Run 1, nets reached from selected ports:
The bar under the picture is 20 um long.
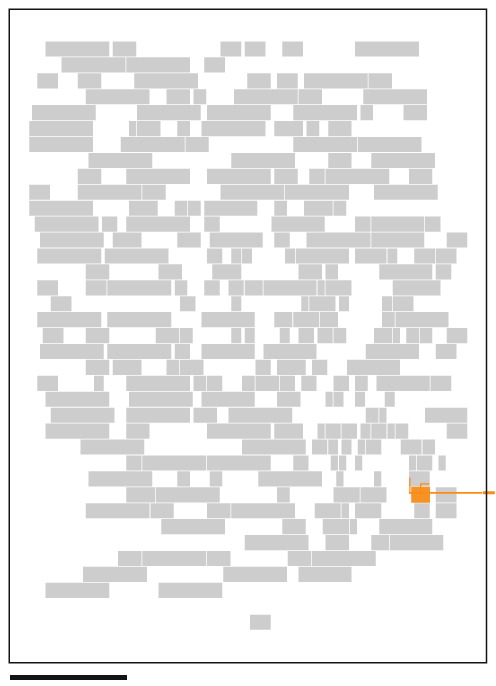
Run 1, floorplan with the power grid:
The bar under the picture is 20 um long. Pins as bars on the die edge. Tap cells in gray.
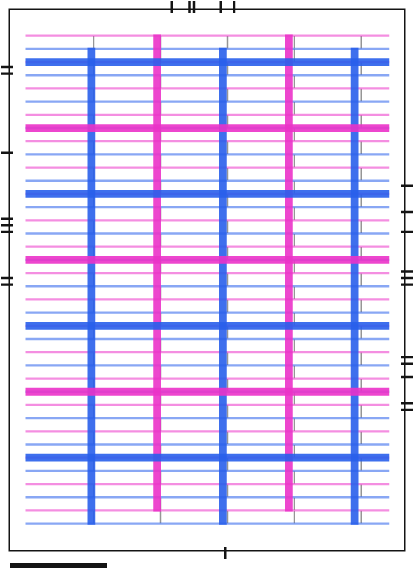
Run 1, wiring heat map:
The die is cut into 16 by 22 equal tiles; dark blue is low, red is high, scaled to the fullest tile. Values are wire area over tile area, all layers added.
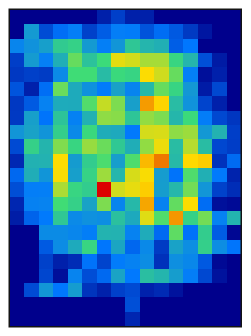
[config.mk]
export PLATFORM = sky130hd
export DESIGN_NAME = shuffle_stream_ctrl
export DESIGN_NICKNAME = d
export VERILOG_FILES = /design/src/rtl/shuffle_pkg.sv /design/src/rtl/shuffle_elem_perm.sv /design/src/rtl/shuffle_stream_ctrl.sv
export SDC_FILE = /design/constraint.sdc
export NUM_CORES = 1
export LEC_CHECK = 0
export CORE_ASPECT_RATIO = 1.4
export CORE_MARGIN = 3
export CORE_UTILIZATION = 43
export DETAILED_ROUTE_END_ITERATION = 10
export SYNTH_ARGS = -nofsm -noshare
export SYNTH_HDL_FRONTEND = slang
export SYNTH_SLANG_ARGS = --single-unit
export TNS_END_PERCENT = 10
[constraint.sdc]
create_clock -name ap_clk -period 2.2 [get_ports ap_clk]
set_clock_uncertainty 0.05 [all_clocks]
set_input_delay 0.22 -clock ap_clk [delete_from_list [all_inputs] [get_ports ap_clk]]
set_output_delay 0.22 -clock ap_clk [all_outputs]
set_load 0.05 [all_outputs]
[src/rtl/shuffle_pkg.sv]
// ---------------------------------------------------------------------------
// shuffle_pkg
// Shared definitions for the shuffle stream controller:
//   - clog2()       : constant ceil(log2) helper used to size counters and
//                     the packed permutation fields.
//   - bank_state_t  : lifecycle of one frame-store bank.
// No ports (package).
// ---------------------------------------------------------------------------
package shuffle_pkg;

   // Bank lifecycle: EMPTY -> FILLING -> FULL -> DRAINING -> EMPTY.
   typedef enum logic [1:0] {
      EMPTY    = 2'd0,
      FILLING  = 2'd1,
      FULL     = 2'd2,
      DRAINING = 2'd3
   } bank_state_t;

   // ceil(log2(value)); returns 0 for value <= 1.
   function automatic int clog2(input int value);
      int result;
      int v;
      result = 0;
      v      = value - 1;
      while (v > 0) begin
         result = result + 1;
         v      = v >> 1;
      end
      return result;
   endfunction

endpackage

[src/rtl/shuffle_elem_perm.sv]
// ---------------------------------------------------------------------------
// shuffle_elem_perm
// Purely combinational element permutation within one beat.
// Output element i is input element ELEM_PERM[i*IW +: IW]; element j of a
// beat lives at bits [j*ELEM_W +: ELEM_W]. The permutation is fixed at
// elaboration time, so this is nothing more than wiring.
//
// Ports:
//   in0   in   ELEMS*ELEM_W   beat before permutation
//   out0  out  ELEMS*ELEM_W   beat after permutation
// ---------------------------------------------------------------------------
module shuffle_elem_perm
   import shuffle_pkg::*;
#(
   parameter int ELEM_W = 2,
   parameter int ELEMS  = 4,
   parameter logic [ELEMS*clog2(ELEMS)-1:0] ELEM_PERM = {2'd3, 2'd2, 2'd1, 2'd0}
) (
   input  logic [ELEMS*ELEM_W-1:0] in0,
   output logic [ELEMS*ELEM_W-1:0] out0
);

   localparam int IW = clog2(ELEMS);

   genvar gi;
   generate
      for (gi = 0; gi < ELEMS; gi++) begin : g_elem
         // Source index resolved at elaboration: no runtime mux is built.
         localparam int SRC = int'(ELEM_PERM[gi*IW +: IW]);
         assign out0[gi*ELEM_W +: ELEM_W] = in0[SRC*ELEM_W +: ELEM_W];
      end
   endgenerate

endmodule

[src/rtl/shuffle_stream_ctrl.sv]
// ---------------------------------------------------------------------------
// shuffle_stream_ctrl
// AXI-Stream wrapper around a static tensor reshuffle. Frames of FRAME_BEATS
// beats are captured into one of two banks while the other bank drains, so
// fill and drain overlap and the stream sustains one beat per cycle.
// On drain, output beat k is input beat BEAT_ORDER[k*BW +: BW] of the frame,
// with its elements permuted by ELEM_PERM.
//
// Ports:
//   ap_clk        in   1             clock
//   ap_rst        in   1             asynchronous active-high reset
//   in0_V_TDATA   in   ELEMS*ELEM_W  input beat
//   in0_V_TVALID  in   1             input valid
//   in0_V_TREADY  out  1             input ready
//   in0_V_TLAST   in   1             producer end-of-frame marker (checked only)
//   out_V_TDATA   out  ELEMS*ELEM_W  shuffled output beat
//   out_V_TVALID  out  1             output valid
//   out_V_TREADY  in   1             downstream ready
//   out_V_TLAST   out  1             high on the last beat of each frame
//   frame_err     out  1             sticky in0_V_TLAST mismatch flag
// ---------------------------------------------------------------------------
module shuffle_stream_ctrl
   import shuffle_pkg::*;
#(
   parameter int ELEM_W      = 2,
   parameter int ELEMS       = 4,
   parameter int FRAME_BEATS = 4,
   parameter logic [FRAME_BEATS*clog2(FRAME_BEATS)-1:0] BEAT_ORDER = {2'd0, 2'd1, 2'd2, 2'd3},
   parameter logic [ELEMS*clog2(ELEMS)-1:0]             ELEM_PERM  = {2'd3, 2'd2, 2'd1, 2'd0}
) (
   input  logic                     ap_clk,
   input  logic                     ap_rst,
   input  logic [ELEMS*ELEM_W-1:0]  in0_V_TDATA,
   input  logic                     in0_V_TVALID,
   output logic                     in0_V_TREADY,
   input  logic                     in0_V_TLAST,
   output logic [ELEMS*ELEM_W-1:0]  out_V_TDATA,
   output logic                     out_V_TVALID,
   input  logic                     out_V_TREADY,
   output logic                     out_V_TLAST,
   output logic                     frame_err
);

   localparam int TW = ELEMS * ELEM_W;
   localparam int BW = clog2(FRAME_BEATS);
   localparam logic [BW-1:0] LAST_BEAT = BW'(FRAME_BEATS - 1);

   // ------------------------------------------------------------------
   // State
   // ------------------------------------------------------------------
   bank_state_t       bank_state_reg  [2];
   bank_state_t       bank_state_next [2];
   logic              wr_bank_reg;
   logic [BW-1:0]     wr_cnt_reg;
   logic              rd_bank_reg;
   logic [BW-1:0]     rd_cnt_reg;
   logic [TW-1:0]     out_data_reg;
   logic              out_valid_reg;
   logic              out_last_reg;
   logic              frame_err_reg;

   // Frame store: plain registers, read asynchronously so the selected beat
   // can be permuted and captured into the output register in one cycle.
   logic [TW-1:0]     mem [2][FRAME_BEATS];

   // ------------------------------------------------------------------
   // Beat-order lookup, unpacked from the packed parameter
   // ------------------------------------------------------------------
   logic [BW-1:0]     order_lut [FRAME_BEATS];

   genvar gi;
   generate
      for (gi = 0; gi < FRAME_BEATS; gi++) begin : g_order
         assign order_lut[gi] = BEAT_ORDER[gi*BW +: BW];
      end
   endgenerate

   // ------------------------------------------------------------------
   // Write side
   // ------------------------------------------------------------------
   logic wr_open;
   logic wr_fire;
   logic wr_last;

   assign wr_open      = (bank_state_reg[wr_bank_reg] == EMPTY) ||
                         (bank_state_reg[wr_bank_reg] == FILLING);
   // Reset only gates the visible ready; all state is held in reset anyway.
   assign in0_V_TREADY = wr_open && !ap_rst;
   assign wr_fire      = in0_V_TVALID && wr_open;
   assign wr_last      = (wr_cnt_reg == LAST_BEAT);

   always_ff @(posedge ap_clk) begin
      if (wr_fire) begin
         mem[wr_bank_reg][wr_cnt_reg] <= in0_V_TDATA;
      end
   end

   always_ff @(posedge ap_clk or posedge ap_rst) begin
      if (ap_rst) begin
         wr_bank_reg   <= 1'b0;
         wr_cnt_reg    <= '0;
         frame_err_reg <= 1'b0;
      end else if (wr_fire) begin
         wr_cnt_reg <= wr_cnt_reg + 1'b1;   // wraps to 0 after the last beat
         if (wr_last) begin
            wr_bank_reg <= ~wr_bank_reg;
         end
         // Framing is purely count based; TLAST is only cross-checked.
         if (in0_V_TLAST != wr_last) begin
            frame_err_reg <= 1'b1;
         end
      end
   end

   // ------------------------------------------------------------------
   // Read side
   // ------------------------------------------------------------------
   logic          rd_avail;
   logic          rd_load;
   logic          rd_last;
   logic [TW-1:0] rd_beat;
   logic [TW-1:0] rd_shuf;

   assign rd_avail = (bank_state_reg[rd_bank_reg] == FULL) ||
                     (bank_state_reg[rd_bank_reg] == DRAINING);
   assign rd_load  = rd_avail && (!out_valid_reg || out_V_TREADY);
   assign rd_last  = (rd_cnt_reg == LAST_BEAT);
   assign rd_beat  = mem[rd_bank_reg][order_lut[rd_cnt_reg]];

   shuffle_elem_perm #(
      .ELEM_W    (ELEM_W),
      .ELEMS     (ELEMS),
      .ELEM_PERM (ELEM_PERM)
   ) u_elem_perm (
      .in0  (rd_beat),
      .out0 (rd_shuf)
   );

   always_ff @(posedge ap_clk or posedge ap_rst) begin
      if (ap_rst) begin
         rd_bank_reg   <= 1'b0;
         rd_cnt_reg    <= '0;
         out_data_reg  <= '0;
         out_valid_reg <= 1'b0;
         out_last_reg  <= 1'b0;
      end else if (rd_load) begin
         out_data_reg  <= rd_shuf;
         out_last_reg  <= rd_last;
         out_valid_reg <= 1'b1;
         rd_cnt_reg    <= rd_cnt_reg + 1'b1;
         if (rd_last) begin
            rd_bank_reg <= ~rd_bank_reg;
         end
      end else if (out_V_TREADY) begin
         out_valid_reg <= 1'b0;
      end
   end

   // ------------------------------------------------------------------
   // Bank lifecycle. The writer only touches an EMPTY/FILLING bank and the
   // reader only a FULL/DRAINING one, so the two updates never collide even
   // when both pointers name the same bank.
   // ------------------------------------------------------------------
   always_comb begin
      bank_state_next = bank_state_reg;
      if (wr_fire) begin
         bank_state_next[wr_bank_reg] = wr_last ? FULL : FILLING;
      end
      if (rd_load) begin
         bank_state_next[rd_bank_reg] = rd_last ? EMPTY : DRAINING;
      end
   end

   always_ff @(posedge ap_clk or posedge ap_rst) begin
      if (ap_rst) begin
         bank_state_reg <= '{default: EMPTY};
      end else begin
         bank_state_reg <= bank_state_next;
      end
   end

   // ------------------------------------------------------------------
   // Outputs
   // ------------------------------------------------------------------
   assign out_V_TDATA  = out_data_reg;
   assign out_V_TVALID = out_valid_reg;
   assign out_V_TLAST  = out_last_reg;
   assign frame_err    = frame_err_reg;

endmodule

==> impl_results.html, run 1 <==
<h2>Synthesis and place &amp; route</h2>
<table>
<tr><th>Metric</th><th>Value</th></tr>
<tr><th colspan="2">Status</th></tr>
<tr><td>Run status</td><td>finished, final reports clean</td></tr>
<tr><th colspan="2">Setup path</th></tr>
<tr><td>Data arrival time of the critical path</td><td>1.55 ns</td></tr>
<tr><td>Nature of the critical path endpoint</td><td>output pin</td></tr>
<tr><td>WP depth</td><td>1</td></tr>
<tr><td>Worst reg-to-reg setup slack</td><td>0.40 ns</td></tr>
<tr><td>Capturing point of the worst reg2reg path</td><td>out_V_TDATA[6]</td></tr>
<tr><th colspan="2">Logic synthesis</th></tr>
<tr><td>Average footprint of a synthesized cell</td><td>16.2 sq um</td></tr>
<tr><td>Top cells by count, synth</td><td>sky130_fd_sc_hd__edfxtp_1 (64), sky130_fd_sc_hd__mux2_2 (34), sky130_fd_sc_hd__dfrtp_1 (19)</td></tr>
<tr><td>Yosys cell count</td><td>211</td></tr>
<tr><td>Synthesized cell area</td><td>3410 sq um</td></tr>
<tr><td>Ranking of synthesized cells by area</td><td>sky130_fd_sc_hd__edfxtp_1 (56%), sky130_fd_sc_hd__dfrtp_1 (14%), sky130_fd_sc_hd__mux2_2 (11%)</td></tr>
<tr><td>Basic Gates by Area</td><td>3.78%</td></tr>
<tr><td>Main flop type</td><td>sky130_fd_sc_hd__edfxtp_1</td></tr>
<tr><td>Comb area leader</td><td>multiplexers</td></tr>
<tr><th colspan="2">Job</th></tr>
<tr><td>MaxCap Viol Count</td><td>0</td></tr>
<tr><th colspan="2">Clock network</th></tr>
<tr><td>Clock-pin slew of the registers on the worst-case setup and hold paths</td><td>0.09 ns</td></tr>
<tr><td>Postcts setup bufs</td><td>0</td></tr>
<tr><td>Sink Count</td><td>83</td></tr>
<tr><td>Resized cells post-CTS</td><td>0</td></tr>
<tr><th colspan="2">Layout</th></tr>
<tr><td>Final cell area excluding filler cells</td><td>4070 sq um</td></tr>
<tr><td># nets final</td><td>275</td></tr>
<tr><td>Post-synthesis to final-layout area growth</td><td>19.4%</td></tr>
<tr><td>Logic inverters</td><td>5</td></tr>
<tr><td>Filler instances</td><td>645</td></tr>
<tr><td>Largest reg by FF count</td><td>mem</td></tr>
<tr><td>Post-layout util</td><td>54.0%</td></tr>
<tr><td>Number of clock buffers in the layout</td><td>10</td></tr>
<tr><td>Sequential fraction of total cell area</td><td>58.9%</td></tr>
<tr><td>Multi-input comb cells</td><td>114</td></tr>
<tr><th colspan="2">GRT</th></tr>
<tr><td>Wire length of the first global-routing pass</td><td>10,700 um</td></tr>
<tr><td>Largest net degree at the start of global routing</td><td>20</td></tr>
<tr><td>GRT Residual Overflow</td><td>0</td></tr>
<tr><th colspan="2">Placed design</th></tr>
<tr><td>Placed Area</td><td>3860 sq um</td></tr>
<tr><th colspan="2">Power</th></tr>
<tr><td>Top power group</td><td>registers</td></tr>
<tr><td>Internal cell power</td><td>3.56 mW</td></tr>
<tr><td>Share of power burned in combinational logic</td><td>39.1%</td></tr>
<tr><td>Portion of total power attributed to sequential cells</td><td>39.6%</td></tr>
<tr><td>Net switching component of the power</td><td>1.98 mW</td></tr>
<tr><th colspan="2">Floorplanning</th></tr>
<tr><td>Number of standard-cell rows in the floorplan</td><td>37</td></tr>
<tr><td>Placeable Area</td><td>7550 sq um</td></tr>
<tr><th colspan="2">STA</th></tr>
<tr><td>Worst rel slew slack</td><td>62.1%</td></tr>
<tr><td>Tcrit/Tclk final</td><td>82.7%</td></tr>
<tr><th colspan="2">Route</th></tr>
<tr><td>Iter 0 DRT Violations</td><td>88</td></tr>
<tr><td>Tally of nets with antenna violations remaining after routing</td><td>0</td></tr>
<tr><th colspan="2">Hold path</th></tr>
<tr><td>Worst hold path type</td><td>in -&gt; async</td></tr>
</table>
Back to the opening pictures, 'nets reached from selected ports':
color	port	bits	direction	end cells	wire
orange	in0_V_TLAST	1	input	1	17.8 um
# IOs: 25
IO buf count: 24

Back to the opening pictures, 'floorplan with the power grid':
color	net
magenta	VDD
blue	VSS
met1 rails	38
met4 straps	5
met5 straps	7
rows	37
signal pins	25
die x size: 81.3 um
peak ir drop on the vdd network: 0.877 mV
die span in y: 111 um

Back to the opening pictures, 'wiring heat map':
emptiest ninth of the die	south-west
fullest tile	0.41
densest ninth of the die	center
nearly empty tiles	20%
final WL: 6860 um
number of vias in the routed layout: 1,863
GRT Util Overall: 16.5%
routed len/inst: 19.3 um

Run 1, placement view:
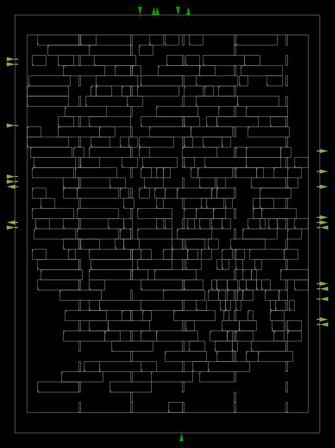

## Run 2: what changed since run 1
clock period = 1.9 ns   (was 2.2 ns; I/O delays follow)
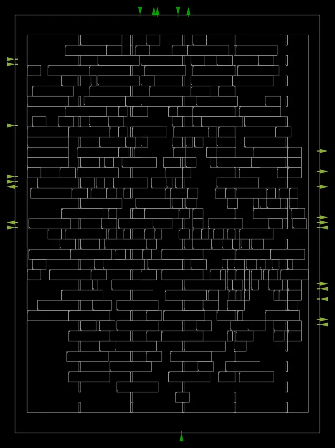
Run 2: placement view
number of standard-cell rows in the floorplan: 37
number of sequential cells: 83
final cell count without fillers: 359
post-layout util: 54.8%
sequential fraction of total cell area: 57.9%

==> run 2 against run 1 <==
Sequential power grew 16%. Critical endpoint unchanged. Non-clock buffer count is 3 higher. Area after synthesis unchanged. First-iteration DRC count rose by 74%. Sequential share of layout area fell by 0.93 points. Global-route usage up 0.39 points. Largest cell class unchanged.
==> impl_results.html, run 2 <==
<h2>Synthesis and place &amp; route</h2>
<table>
<tr><th>Metric</th><th>Value</th></tr>
<tr><th colspan="2">Floorplanning</th></tr>
<tr><td># IOs</td><td>25 (unchanged)</td></tr>
<tr><td>Die x size</td><td>81.3 um (unchanged)</td></tr>
<tr><td>Placeable Area</td><td>7550 sq um (unchanged)</td></tr>
<tr><th colspan="2">Layout</th></tr>
<tr><td>Number of clock buffers in the layout</td><td>11 (was 10)</td></tr>
<tr><td>Final cell area excluding filler cells</td><td>4140 sq um (was 4070 sq um)</td></tr>
<tr><td>Filler instances</td><td>622 (was 645)</td></tr>
<tr><td># nets final</td><td>278 (was 275)</td></tr>
<tr><td>Post-synthesis to final-layout area growth</td><td>21.3% (was 19.4%)</td></tr>
<tr><td>Largest reg by FF count</td><td>mem (unchanged)</td></tr>
<tr><td>Logic inverters</td><td>5 (unchanged)</td></tr>
<tr><td>Multi-input comb cells</td><td>114 (unchanged)</td></tr>
<tr><th colspan="2">Logic synthesis</th></tr>
<tr><td>Main flop type</td><td>sky130_fd_sc_hd__edfxtp_1 (unchanged)</td></tr>
<tr><td>Yosys cell count</td><td>211 (unchanged)</td></tr>
<tr><td>Synthesized cell area</td><td>3410 sq um (unchanged)</td></tr>
<tr><td>Basic Gates by Area</td><td>3.78% (unchanged)</td></tr>
<tr><td>Comb area leader</td><td>multiplexers (unchanged)</td></tr>
<tr><td>Top cells by count, synth</td><td>sky130_fd_sc_hd__edfxtp_1 (64), sky130_fd_sc_hd__mux2_2 (34), sky130_fd_sc_hd__dfrtp_1 (19) (unchanged)</td></tr>
<tr><td>Average footprint of a synthesized cell</td><td>16.2 sq um (unchanged)</td></tr>
<tr><th colspan="2">Power</th></tr>
<tr><td>Peak ir drop on the vdd network</td><td>0.854 mV (was 0.877 mV)</td></tr>
<tr><td>Net switching component of the power</td><td>2.28 mW (was 1.98 mW)</td></tr>
<tr><td>Internal cell power</td><td>4.43 mW (was 3.56 mW)</td></tr>
<tr><td>Top power group</td><td>combinational cells (was registers)</td></tr>
<tr><td>Portion of total power attributed to sequential cells</td><td>37.8% (was 39.6%)</td></tr>
<tr><td>Share of power burned in combinational logic</td><td>38.3% (was 39.1%)</td></tr>
<tr><th colspan="2">Setup path</th></tr>
<tr><td>Worst reg-to-reg setup slack</td><td>0.13 ns (was 0.40 ns)</td></tr>
<tr><td>Nature of the critical path endpoint</td><td>output pin (unchanged)</td></tr>
<tr><td>WP depth</td><td>1 (unchanged)</td></tr>
<tr><th colspan="2">Route</th></tr>
<tr><td>Tally of nets with antenna violations remaining after routing</td><td>0 (unchanged)</td></tr>
<tr><td>Iter 0 DRT Violations</td><td>153 (was 88)</td></tr>
<tr><th colspan="2">Hold path</th></tr>
<tr><td>Worst hold path type</td><td>in -&gt; async (unchanged)</td></tr>
<tr><th colspan="2">Clock network</th></tr>
<tr><td>Clock-pin slew of the registers on the worst-case setup and hold paths</td><td>0.08 ns (was 0.09 ns)</td></tr>
<tr><td>Postcts setup bufs</td><td>0 (unchanged)</td></tr>
<tr><td>Sink Count</td><td>83 (unchanged)</td></tr>
<tr><th colspan="2">GRT</th></tr>
<tr><td>GRT Residual Overflow</td><td>0 (unchanged)</td></tr>
<tr><td>Largest net degree at the start of global routing</td><td>20 (unchanged)</td></tr>
<tr><th colspan="2">Placed design</th></tr>
<tr><td>Placed Area</td><td>3880 sq um (was 3860 sq um)</td></tr>
<tr><td>IO buf count</td><td>24 (unchanged)</td></tr>
<tr><th colspan="2">Job</th></tr>
<tr><td>MaxCap Viol Count</td><td>0 (unchanged)</td></tr>
<tr><th colspan="2">Status</th></tr>
<tr><td>Run status</td><td>finished, final reports clean (unchanged)</td></tr>
<tr><th colspan="2">STA</th></tr>
<tr><td>Worst rel slew slack</td><td>65.9% (was 62.1%)</td></tr>
</table>
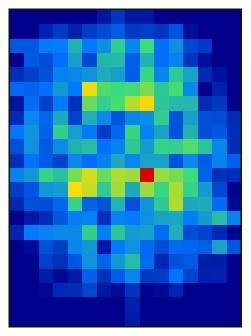
Run 2: wiring heat map
The die is cut into 16 by 22 equal tiles; dark blue is low, red is high, scaled to the fullest tile. Values are wire area over tile area, all layers added.
mean over tiles	0.12
densest ninth of the die	center
tiles over half the peak	6.8%
nearly empty tiles	22%
emptiest ninth of the die	south-west
fullest tile	0.56
final WL: 6900 um
routed len/inst: 19.2 um
number of vias in the routed layout: 1,918
GRT Util Overall: 16.9%

Run 2, placed cells, one color a class:
Fill, decap, tap and diode cells in gray.
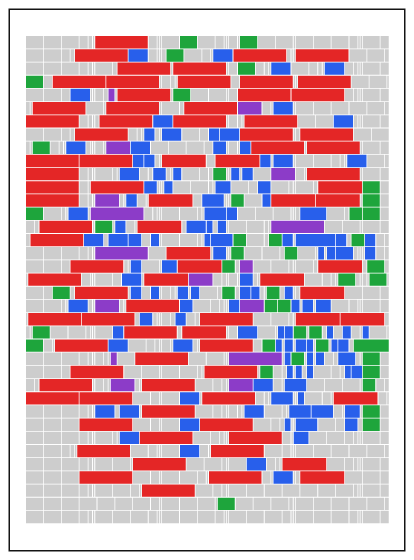

## Run 3: what changed since run 2
CORE_UTILIZATION = 57   (was 43)
PLACE_DENSITY = 0.78   (was not set)
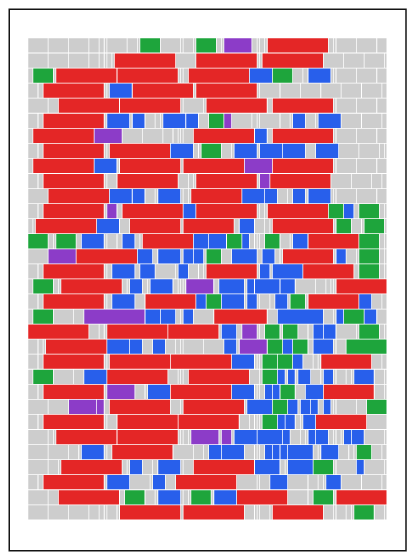
Run 3: placed cells, one color a class
Fill, decap, tap and diode cells in gray.
color	class	cells	share of their area
blue	remaining logic cells	119	24%
green	remaining buffers and delay cells	43	10%
purple	clock drivers and dummy loads	16	4.7%
red	registers	83	61%
Placeable Area: 5650 sq um
post-layout util: 71.3%
sequential fraction of total cell area: 59.6%
number of standard-cell rows in the floorplan: 32
final cell area excluding filler cells: 4020 sq um

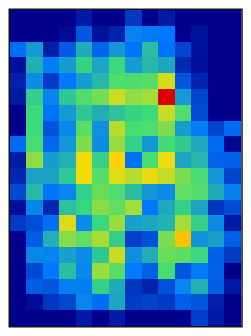
Run 3: wiring heat map
The die is cut into 14 by 20 equal tiles; dark blue is low, red is high, scaled to the fullest tile. Values are wire area over tile area, all layers added.
emptiest ninth of the die	north-east
densest ninth of the die	center
nearly empty tiles	17%
mean over tiles	0.14
routed len/inst: 18.9 um
number of vias in the routed layout: 1,909
final WL: 6200 um

==> run 3 against run 2 <==
Sequential power about the same. Total power decreased by 6.2%. Highest routed layer unchanged. Area after synthesis unchanged. First-iteration DRC count decreased by 43%. Utilization increased by 16 points. Hold slack got worse by 0.013 ns.
==> impl_results.html, run 3 <==
<h2>Synthesis and place &amp; route</h2>
<table>
<tr><th>Metric</th><th>Value</th></tr>
<tr><th colspan="2">Logic synthesis</th></tr>
<tr><td>Top cells by count, synth</td><td>sky130_fd_sc_hd__edfxtp_1 (64), sky130_fd_sc_hd__mux2_2 (34), sky130_fd_sc_hd__dfrtp_1 (19) (unchanged)</td></tr>
<tr><td>Share of flip-flops with an asynchronous set or reset after synthesis</td><td>22.9% (unchanged)</td></tr>
<tr><td>Ranking of synthesized cells by area</td><td>sky130_fd_sc_hd__edfxtp_1 (56%), sky130_fd_sc_hd__dfrtp_1 (14%), sky130_fd_sc_hd__mux2_2 (11%) (unchanged)</td></tr>
<tr><td>Adder Share, Synth</td><td>2.93% (unchanged)</td></tr>
<tr><td>Basic Gates by Area</td><td>3.78% (unchanged)</td></tr>
<tr><td>Yosys cell count</td><td>211 (unchanged)</td></tr>
<tr><td>Main flop type</td><td>sky130_fd_sc_hd__edfxtp_1 (unchanged)</td></tr>
<tr><td>Comb area leader</td><td>multiplexers (unchanged)</td></tr>
<tr><td>Average footprint of a synthesized cell</td><td>16.2 sq um (unchanged)</td></tr>
<tr><th colspan="2">Clock network</th></tr>
<tr><td>Clock-pin slew of the registers on the worst-case setup and hold paths</td><td>0.08 ns (about the same)</td></tr>
<tr><td>Sink Count</td><td>83 (unchanged)</td></tr>
<tr><td>Resized cells post-CTS</td><td>0 (unchanged)</td></tr>
<tr><th colspan="2">Floorplanning</th></tr>
<tr><td>Die x size</td><td>71.4 um (was 81.3 um)</td></tr>
<tr><td>Die span in y</td><td>97.5 um (was 111 um)</td></tr>
<tr><td># IOs</td><td>25 (unchanged)</td></tr>
<tr><th colspan="2">Layout</th></tr>
<tr><td>Multi-input comb cells</td><td>114 (unchanged)</td></tr>
<tr><td>Largest reg by FF count</td><td>mem (unchanged)</td></tr>
<tr><td>Number of sequential cells</td><td>83 (unchanged)</td></tr>
<tr><td>Final cell count without fillers</td><td>329 (was 359)</td></tr>
<tr><td>Post-synthesis to final-layout area growth</td><td>17.9% (was 21.3%)</td></tr>
<tr><td>Number of clock buffers in the layout</td><td>10 (was 11)</td></tr>
<tr><th colspan="2">Power</th></tr>
<tr><td>Top power group</td><td>combinational cells (unchanged)</td></tr>
<tr><td>Power of the combinational group</td><td>2.58 mW (was 2.57 mW)</td></tr>
<tr><td>Share of power burned in combinational logic</td><td>40.9% (was 38.3%)</td></tr>
<tr><td>Net switching component of the power</td><td>2.26 mW (was 2.28 mW)</td></tr>
<tr><th colspan="2">Placed design</th></tr>
<tr><td>Placed Area</td><td>3830 sq um (was 3880 sq um)</td></tr>
<tr><td>IO buf count</td><td>24 (unchanged)</td></tr>
<tr><th colspan="2">GRT</th></tr>
<tr><td>GRT Residual Overflow</td><td>0 (unchanged)</td></tr>
<tr><td>GRT Util Overall</td><td>19.3% (was 16.9%)</td></tr>
<tr><td>Wire length of the first global-routing pass</td><td>9700 um (was 10,800 um)</td></tr>
<tr><td>Largest net degree at the start of global routing</td><td>22 (was 20)</td></tr>
<tr><th colspan="2">Setup path</th></tr>
<tr><td>Data arrival time of the critical path</td><td>2.00 ns (was 1.54 ns)</td></tr>
<tr><td>Worst reg-to-reg setup slack</td><td>0.07 ns (was 0.13 ns)</td></tr>
<tr><td>Capturing point of the worst reg2reg path</td><td>out_V_TDATA[4] (was out_V_TDATA[5])</td></tr>
<tr><td>Path depth of the worst reg2reg path</td><td>5 (unchanged)</td></tr>
<tr><td>Nature of the critical path endpoint</td><td>flop (was output pin)</td></tr>
<tr><th colspan="2">Status</th></tr>
<tr><td>Run status</td><td>finished, final reports clean (unchanged)</td></tr>
<tr><th colspan="2">Hold path</th></tr>
<tr><td>Worst hold path type</td><td>in -&gt; async (unchanged)</td></tr>
<tr><th colspan="2">Job</th></tr>
<tr><td>MaxCap Viol Count</td><td>0 (unchanged)</td></tr>
<tr><th colspan="2">Route</th></tr>
<tr><td>Tally of nets with antenna violations remaining after routing</td><td>0 (unchanged)</td></tr>
<tr><td>Iter 0 DRT Violations</td><td>87 (was 153)</td></tr>
<tr><th colspan="2">STA</th></tr>
<tr><td>Tcrit/Tclk final</td><td>96.3% (was 93.7%)</td></tr>
<tr><td>Worst rel slew slack</td><td>65.3% (was 65.9%)</td></tr>
</table>
Power and IR drop assume default switching activity.
